### src/rtl/cic_interpolator.sv
// CIC interpolator: N comb stages at the input rate, zero-stuffing,
// N integrators at the output rate, gain compensation by arithmetic right
// shift and saturation to DATA_WIDTH. Produces R_l outputs per accepted
// sample (R_l in 1,2,4,..,MAX_INTERP) with one cycle of latency.
// Optional build macro: CIC_INT_ROUND_EN adds round-half-up before the
// gain shift; when undefined the shift truncates toward -inf.
module cic_interpolator #(
   parameter int DATA_WIDTH = 16,
   parameter int DATA_FRAC  = 15,
   parameter int N          = 1,
   parameter int MAX_INTERP = 16
) (
   input  logic                          clk,
   input  logic                          rst,
   input  logic                          valid_in,
   output logic                          ready_in,
   input  logic [$clog2(MAX_INTERP):0]   interp_factor,
   input  logic signed [DATA_WIDTH-1:0]  cic_in,
   output logic signed [DATA_WIDTH-1:0]  cic_out,
   output logic                          valid_out,
   output logic                          overflow,
   output logic                          underflow
);

   localparam int LOG2_MAX = $clog2(MAX_INTERP);
   localparam int RW       = LOG2_MAX + 1;
   localparam int PW       = (LOG2_MAX > 0) ? LOG2_MAX : 1;
   localparam int SW       = 8;
   localparam int ACC_W    = DATA_WIDTH + N * LOG2_MAX;
   localparam int EXT_W    = ACC_W + 1;

   localparam logic signed [EXT_W-1:0] SAT_MAX =
      {{(EXT_W-DATA_WIDTH+1){1'b0}}, {(DATA_WIDTH-1){1'b1}}};
   localparam logic signed [EXT_W-1:0] SAT_MIN = ~SAT_MAX;

   // Parameter sanity: catch unsupported configurations at elaboration.
   if (N < 1 || N > 4) begin : g_chk_n
      $error("cic_interpolator: N must be in 1..4");
   end
   if (DATA_FRAC >= DATA_WIDTH) begin : g_chk_frac
      $error("cic_interpolator: DATA_FRAC must be below DATA_WIDTH");
   end

   typedef enum logic [0:0] {
      ST_IDLE = 1'b0,
      ST_RUN  = 1'b1
   } state_t;

   // Maps a requested factor onto log2(R); anything that is not a power
   // of two within range falls back to R = 1.
   function automatic logic [SW-1:0] legal_log2(input logic [RW-1:0] f);
      logic [SW-1:0] l;
      l = {SW{1'b0}};
      for (int k = 0; k <= LOG2_MAX; k++) begin
         if (f == (RW'(1) << k)) begin
            l = SW'(k);
         end else begin
            l = l;
         end
      end
      return l;
   endfunction

   state_t                    state_r;
   logic [PW-1:0]             phase_r;
   logic [PW-1:0]             rlast_r;
   logic [SW-1:0]             shift_r;
   logic                      ready_r;
   logic signed [ACC_W-1:0]   dly_r   [N];
   logic signed [ACC_W-1:0]   integ_r [N];
   logic signed [DATA_WIDTH-1:0] cic_out_r;
   logic                      valid_r;
   logic                      ovf_r;
   logic                      udf_r;

   logic                      accept_s;
   logic                      emit_s;
   state_t                    state_nxt_s;
   logic [PW-1:0]             phase_nxt_s;
   logic [PW-1:0]             rlast_nxt_s;
   logic [SW-1:0]             shift_nxt_s;
   logic                      ready_nxt_s;
   logic [SW-1:0]             lg_new_s;
   logic [PW-1:0]             rlast_new_s;
   logic [SW-1:0]             shift_new_s;

   logic signed [ACC_W-1:0]   comb_s  [N+1];
   logic signed [ACC_W-1:0]   integ_s [N+1];
   logic signed [EXT_W-1:0]   ext_s;
   logic signed [EXT_W-1:0]   shifted_s;
`ifdef CIC_INT_ROUND_EN
   logic signed [EXT_W-1:0]   rnd_s;
`endif
   logic signed [DATA_WIDTH-1:0] sat_s;
   logic                      ovf_s;
   logic                      udf_s;

   // Sequencing: accept handshake, phase counter and the latched factor.
   always_comb begin
      lg_new_s    = legal_log2(interp_factor);
      rlast_new_s = PW'((32'd1 << lg_new_s) - 32'd1);
      shift_new_s = SW'(N - 1) * lg_new_s;
      accept_s    = valid_in && ready_r;
      state_nxt_s = state_r;
      phase_nxt_s = phase_r;
      rlast_nxt_s = rlast_r;
      shift_nxt_s = shift_r;
      emit_s      = 1'b0;
      case (state_r)
         ST_IDLE: begin
            if (accept_s) begin
               state_nxt_s = ST_RUN;
               phase_nxt_s = {PW{1'b0}};
               rlast_nxt_s = rlast_new_s;
               shift_nxt_s = shift_new_s;
               emit_s      = 1'b1;
            end else begin
               state_nxt_s = ST_IDLE;
            end
         end
         ST_RUN: begin
            if (phase_r == rlast_r) begin
               if (accept_s) begin
                  phase_nxt_s = {PW{1'b0}};
                  rlast_nxt_s = rlast_new_s;
                  shift_nxt_s = shift_new_s;
                  emit_s      = 1'b1;
               end else begin
                  state_nxt_s = ST_IDLE;
                  phase_nxt_s = {PW{1'b0}};
               end
            end else begin
               phase_nxt_s = phase_r + PW'(1);
               emit_s      = 1'b1;
            end
         end
         default: begin
            state_nxt_s = ST_IDLE;
            phase_nxt_s = {PW{1'b0}};
         end
      endcase
      ready_nxt_s = (state_nxt_s == ST_IDLE) || (phase_nxt_s == rlast_nxt_s);
   end

   // Datapath: comb chain on the incoming sample, zero-stuffed integrator
   // cascade, gain shift and saturation for the output being emitted.
   always_comb begin
      comb_s[0] = ACC_W'(cic_in);
      for (int k = 1; k <= N; k++) begin
         comb_s[k] = comb_s[k-1] - dly_r[k-1];
      end
      integ_s[0] = accept_s ? comb_s[N] : {ACC_W{1'b0}};
      for (int k = 1; k <= N; k++) begin
         integ_s[k] = integ_r[k-1] + integ_s[k-1];
      end
      ext_s = EXT_W'(integ_s[N]);
`ifdef CIC_INT_ROUND_EN
      if (shift_nxt_s != {SW{1'b0}}) begin
         rnd_s = signed'(EXT_W'(1) << (shift_nxt_s - SW'(1)));
      end else begin
         rnd_s = {EXT_W{1'b0}};
      end
      shifted_s = (ext_s + rnd_s) >>> shift_nxt_s;
`else
      shifted_s = ext_s >>> shift_nxt_s;
`endif
      if (shifted_s > SAT_MAX) begin
         sat_s = {1'b0, {(DATA_WIDTH-1){1'b1}}};
         ovf_s = 1'b1;
         udf_s = 1'b0;
      end else if (shifted_s < SAT_MIN) begin
         sat_s = {1'b1, {(DATA_WIDTH-1){1'b0}}};
         ovf_s = 1'b0;
         udf_s = 1'b1;
      end else begin
         sat_s = shifted_s[DATA_WIDTH-1:0];
         ovf_s = 1'b0;
         udf_s = 1'b0;
      end
   end

   // Control registers: state, phase, latched factor/shift and ready.
   always_ff @(posedge clk or posedge rst) begin
      if (rst) begin
         state_r <= ST_IDLE;
         phase_r <= {PW{1'b0}};
         rlast_r <= {PW{1'b0}};
         shift_r <= {SW{1'b0}};
         ready_r <= 1'b0;
      end else begin
         state_r <= state_nxt_s;
         phase_r <= phase_nxt_s;
         rlast_r <= rlast_nxt_s;
         shift_r <= shift_nxt_s;
         ready_r <= ready_nxt_s;
      end
   end

   // Filter state: comb delays advance per accepted sample, integrators
   // per emitted output.
   always_ff @(posedge clk or posedge rst) begin
      if (rst) begin
         for (int k = 0; k < N; k++) begin
            dly_r[k]   <= {ACC_W{1'b0}};
            integ_r[k] <= {ACC_W{1'b0}};
         end
      end else begin
         if (accept_s) begin
            for (int k = 0; k < N; k++) begin
               dly_r[k] <= comb_s[k];
            end
         end
         if (emit_s) begin
            for (int k = 0; k < N; k++) begin
               integ_r[k] <= integ_s[k+1];
            end
         end
      end
   end

   // Output register: sample, valid and saturation flags.
   always_ff @(posedge clk or posedge rst) begin
      if (rst) begin
         cic_out_r <= {DATA_WIDTH{1'b0}};
         valid_r   <= 1'b0;
         ovf_r     <= 1'b0;
         udf_r     <= 1'b0;
      end else if (emit_s) begin
         cic_out_r <= sat_s;
         valid_r   <= 1'b1;
         ovf_r     <= ovf_s;
         udf_r     <= udf_s;
      end else begin
         valid_r   <= 1'b0;
         ovf_r     <= 1'b0;
         udf_r     <= 1'b0;
      end
   end

   assign ready_in  = ready_r;
   assign cic_out   = cic_out_r;
   assign valid_out = valid_r;
   assign overflow  = ovf_r;
   assign underflow = udf_r;

endmodule

### config.mk
export PLATFORM = sky130hd
export DESIGN_NAME = cic_interpolator
export DESIGN_NICKNAME = d
export VERILOG_FILES = /design/src/rtl/cic_interpolator.sv
export SDC_FILE = /design/constraint.sdc
export NUM_CORES = 1
export LEC_CHECK = 0
export CORE_ASPECT_RATIO = 0.8
export CORE_MARGIN = 2
export CORE_UTILIZATION = 25
export CTS_BUF_LIST = sky130_fd_sc_hd__clkbuf_8
export CTS_CLUSTER_DIAMETER = 50
export DETAILED_ROUTE_END_ITERATION = 16
export PLACE_DENSITY_LB_ADDON = 0.25
export SLEW_MARGIN = 15
export SYNTH_ARGS = -nofsm -noshare
export SYNTH_HDL_FRONTEND = slang
export SYNTH_SLANG_ARGS = --single-unit
### constraint.sdc
create_clock -name clk -period 12.5 [get_ports clk]
set_input_delay 1.875 -clock clk [delete_from_list [all_inputs] [get_ports clk]]
set_output_delay 1.875 -clock clk [all_outputs]
set_load 0.005 [all_outputs]
==> Table 3: Implementation characteristics <==
Implementation parameters

Parameter                              Value

Critical path
  Worst r2r dst .................. cic_out[4]
  Total buffers and inverters traversed by the critical path .................. 2
  Critical-path top delay cell .................. sky130_fd_sc_hd__o311ai_4
  Source of the worst register-to-register timing path .................. dly_r[0]
  Kind of start point of the critical path .................. input pin
  Stages on worst setup path .................. 28
  Critical path destination .................. cic_out[4]
  Required time worst endpoint .................. 12800 ps
  Top cell family by delay on the critical path .................. AND-OR/OR-AND gates
  Type of element capturing the critical path .................. flip-flop
  Worst reg2reg path depth .................. 26
  Origin of the worst setup path .................. cic_in[0]
  Signal arrival time at the worst endpoint .................. 8760 ps
  Worst-case register-to-register setup slack .................. 5650 ps
  Worst Path Max Fanout .................. 15

Clock tree
  CTS clk-pin slew, worst paths .................. roughly 80 ps
  Total of cells resized after clock tree synthesis .................. 0
  Insertion delay to the later sink of the worst-skew pair .................. between 300 and 400 ps
  Clock sink count .................. 72
  Quantity of hold-fixing buffers added after cts .................. 0
  Clock tree from TritonCTS .................. built
  Total clock buffers created by CTS .................. 9
  H-tree lvl count .................. 3

Placement
  Dpl hpwl .................. 12930 microns
  Placed Instances .................. roughly 1100
  Global placer's final weighted congestion .................. 0.8597
  Count of input and output buffers .................. between 40 and 50
  Post-place instance area .................. 6962 sq um
  Setup slack at placement .................. 3780 ps

STA
  Worst slew margin relative to its limit .................. 28.53%
  Worst-case setup margin in the final layout .................. between 4000 and 5000 ps
  # setup viols final .................. 0
  Setup repair after global routing missed its margin .................. no
  Slew at the pin closest to its max-slew limit .................. 1063 ps
  Minimum clock period after layout .................. 8461 ps
  Worst clock skew on the final layout .................. 8.378 ps
  Final period utilization .................. between 60 and 70%
  Hold slack final .................. about 480 ps
  Final Hold Vio Count .................. 0
  Total negative slack .................. 0 ps
  Max frequency .................. approximately 0.12 GHz
  Final count of pins violating max slew .................. 0

Drt
  1st-iter DRT viols .................. between 400 and 500
  Total via count after detailed routing .................. 5926
  Routed wire length .................. 17950 microns
  DR pass1 iterations .................. 6
  Remaining antenna violation count after routing .................. 0
  Wire length the detailed router placed on met1 .................. 9720 microns
  Met2 Routed Length .................. ~7500 microns
  Uppermost layer routed .................. met4
  Detail Route met3 WL .................. between 500 and 600 microns
  DR WL/cell .................. ~16 microns
  Via density per instance .................. about 5.2
  Final routed DRC violation total .................. 0

Synth
  Cell count in the Yosys report .................. 804
  Yosys stat area .................. 6252 sq um
  Post-synthesis area per instance .................. 7.776 sq um
  Distinct cell type count of the synthesized netlist .................. between 80 and 90
  XOR-XNOR Cells, Area Fraction .................. 5.323%
  Cell with the most instances after synthesis .................. sky130_fd_sc_hd__nand2_1
  Cell type with the largest total area after synthesis .................. sky130_fd_sc_hd__dfrtp_1
  Dominant cell area share .................. a little under 30%
  Portion of netlist area occupied by mux cells .................. around 2.5%
  Top cells by area in the synthesized netlist .................. sky130_fd_sc_hd__dfrtp_1 (29%), sky130_fd_sc_hd__nand2_1 (7.9%), sky130_fd_sc_hd__ha_1 (7.0%)
  Area fraction in compound gates after synthesis .................. 28.38%
  Main logic family .................. AND-OR/OR-AND gates
  Syn Nets .................. slightly below 900
  Commonest cells in the netlist .................. sky130_fd_sc_hd__nand2_1 (132), sky130_fd_sc_hd__dfrtp_1 (72), sky130_fd_sc_hd__nor2_1 (68)
  Synth Seq Share .................. 28.82%
  Most used flip-flop cell after synthesis .................. sky130_fd_sc_hd__dfrtp_1
  Mapped Area .................. 6252 sq um
  EDFF count, synth .................. 0
  Total of flip-flops plus latches after synthesis .................. between 70 and 80
  Post-synthesis simple-gate area fraction .................. 22.39%
  Number of warnings printed during yosys synthesis .................. 0
  Post-synthesis share of cell area spent on full adders, half adders and majority gates .................. roughly 7.6%

Global route
  Total track usage .................. approximately 14%
  Largest net degree at the start of global routing .................. 73
  Met2 routing resource usage after global routing .................. 20.46%
  Leftover overflow at the end of global routing .................. 0
  Vias in the first global route .................. approximately 5700
  Wire length of the first global-routing pass .................. 30120 microns
  Initial antenna violation count .................. 0

Power
  Power per cell area .................. 296.8 nW/um^2
  Peak supply drop .................. 0.1340 mV
  Final Power .................. 2131 uW
  Leakage .................. 0.003127 uW

Status
  Run status .................. complete, no violations

Worst hold path
  Worst hold-check path type .................. reg2reg
  Hold endpoint .................. integ_r[7]
  Worst hold start .................. integ_r[7]
  Hold Crit Depth .................. 2

Floorplanning
  Die ar. .................. 26300 sq um
  Initial core utilization .................. 25.58%
  Rows .................. 51
  Die Height .................. 145.4 microns
  Floorplan Core Area .................. 24440 sq um
  Number of top-level pins .................. 44
  Horiz. Die Dim .................. 180.8 microns

Final layout
  Layout overhead on the synthesized area .................. 14.85%
  Highest-count cells in the layout ignoring fill and taps .................. sky130_fd_sc_hd__nand2_1 (132), sky130_fd_sc_hd__dfrtp_1 (72), sky130_fd_sc_hd__nor2_1 (67)
  Count of inserted antenna diode cells .................. 0
  Layout cells sized above 1 .................. under 10%
  Final design area excluding fillers .................. 7181 sq um
  Nets .................. between 800 and 900

Flow run
  Number of warnings the tools reported .................. 26
-- registers in the layout, indices dropped and copies added, names as in the netlist --
signal	flops
shift_r	8
phase_r	4
cic_out	16
integ_r	20
ready_in	1
dly_r	16
overflow	1
underflow	1
state_r	1
rlast_r	4
-- layout make-up --
type	instances	area, sq um
fill	2660	17260
multi-input combinational	655	4144
sequential	72	1802
timing repair buffer	49	475.5
tap	318	397.9
inverter	37	142.6
clock buffer	9	123.9
clock inverter	7	95.09
-- power by group --
part           total, uW  internal (uW)  switching (uW)
Sequential           388            330            57.9
Clock                217            113             104
Combinational       1530            608             920
**Routing congestion map**

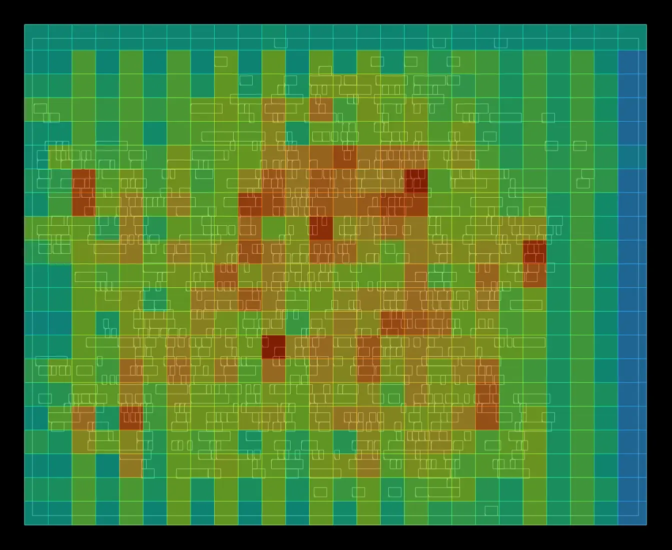
met3 routing resource usage after global routing: 2.352%
fraction of met1 tracks used by global routing: 20.90%
most heavily used metal layer in global routing: met1
end-of-flow core utilization: 29.38%

**Gate families picked out**

Scale: 1.5 px per micron.
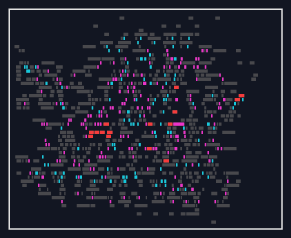
legend:
  red:
    family: multiplexers
    cells: 15
    where: middle
  cyan:
    family: NOR gates
    cells: 103
  magenta:
    family: NAND gates
    cells: 168
logic gate fraction of the total cell area: 57.71%
final std cells w/o fill: 1147
top logic cell by instance count in the layout: sky130_fd_sc_hd__nand2_1

**A small window of the routed layout**

Window x 78 to 103, y 31 to 56 microns. Cells in grey, sequential cells in the stronger grey; small squares are vias.
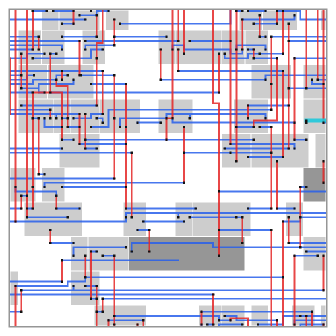
legend:
  red:
    layer: metal 2
  cyan:
    layer: metal 3
  blue:
    layer: metal 1
netlist names of flops here include: integ_r (1)
sequential cells in the window: 1
cells with their middle in the window: 42
most frequent: nand3_1 (4)

**Register map, names as in the netlist**

Scale: 1.5 px per micron.
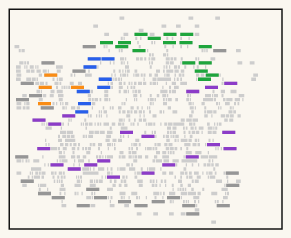
legend:
  green:
    name_in_the_netlist: cic_out
    placed_flops: 16
  blue:
    name_in_the_netlist: shift_r
    placed_flops: 8
  purple:
    name_in_the_netlist: integ_r
    placed_flops: 20
  orange:
    name_in_the_netlist: phase_r
    placed_flops: 4
fraction of area in registers: 25.09%
total area of sequential cells: 1802 sq um
sequential power: 388 uW

Power and IR drop assume default switching activity.
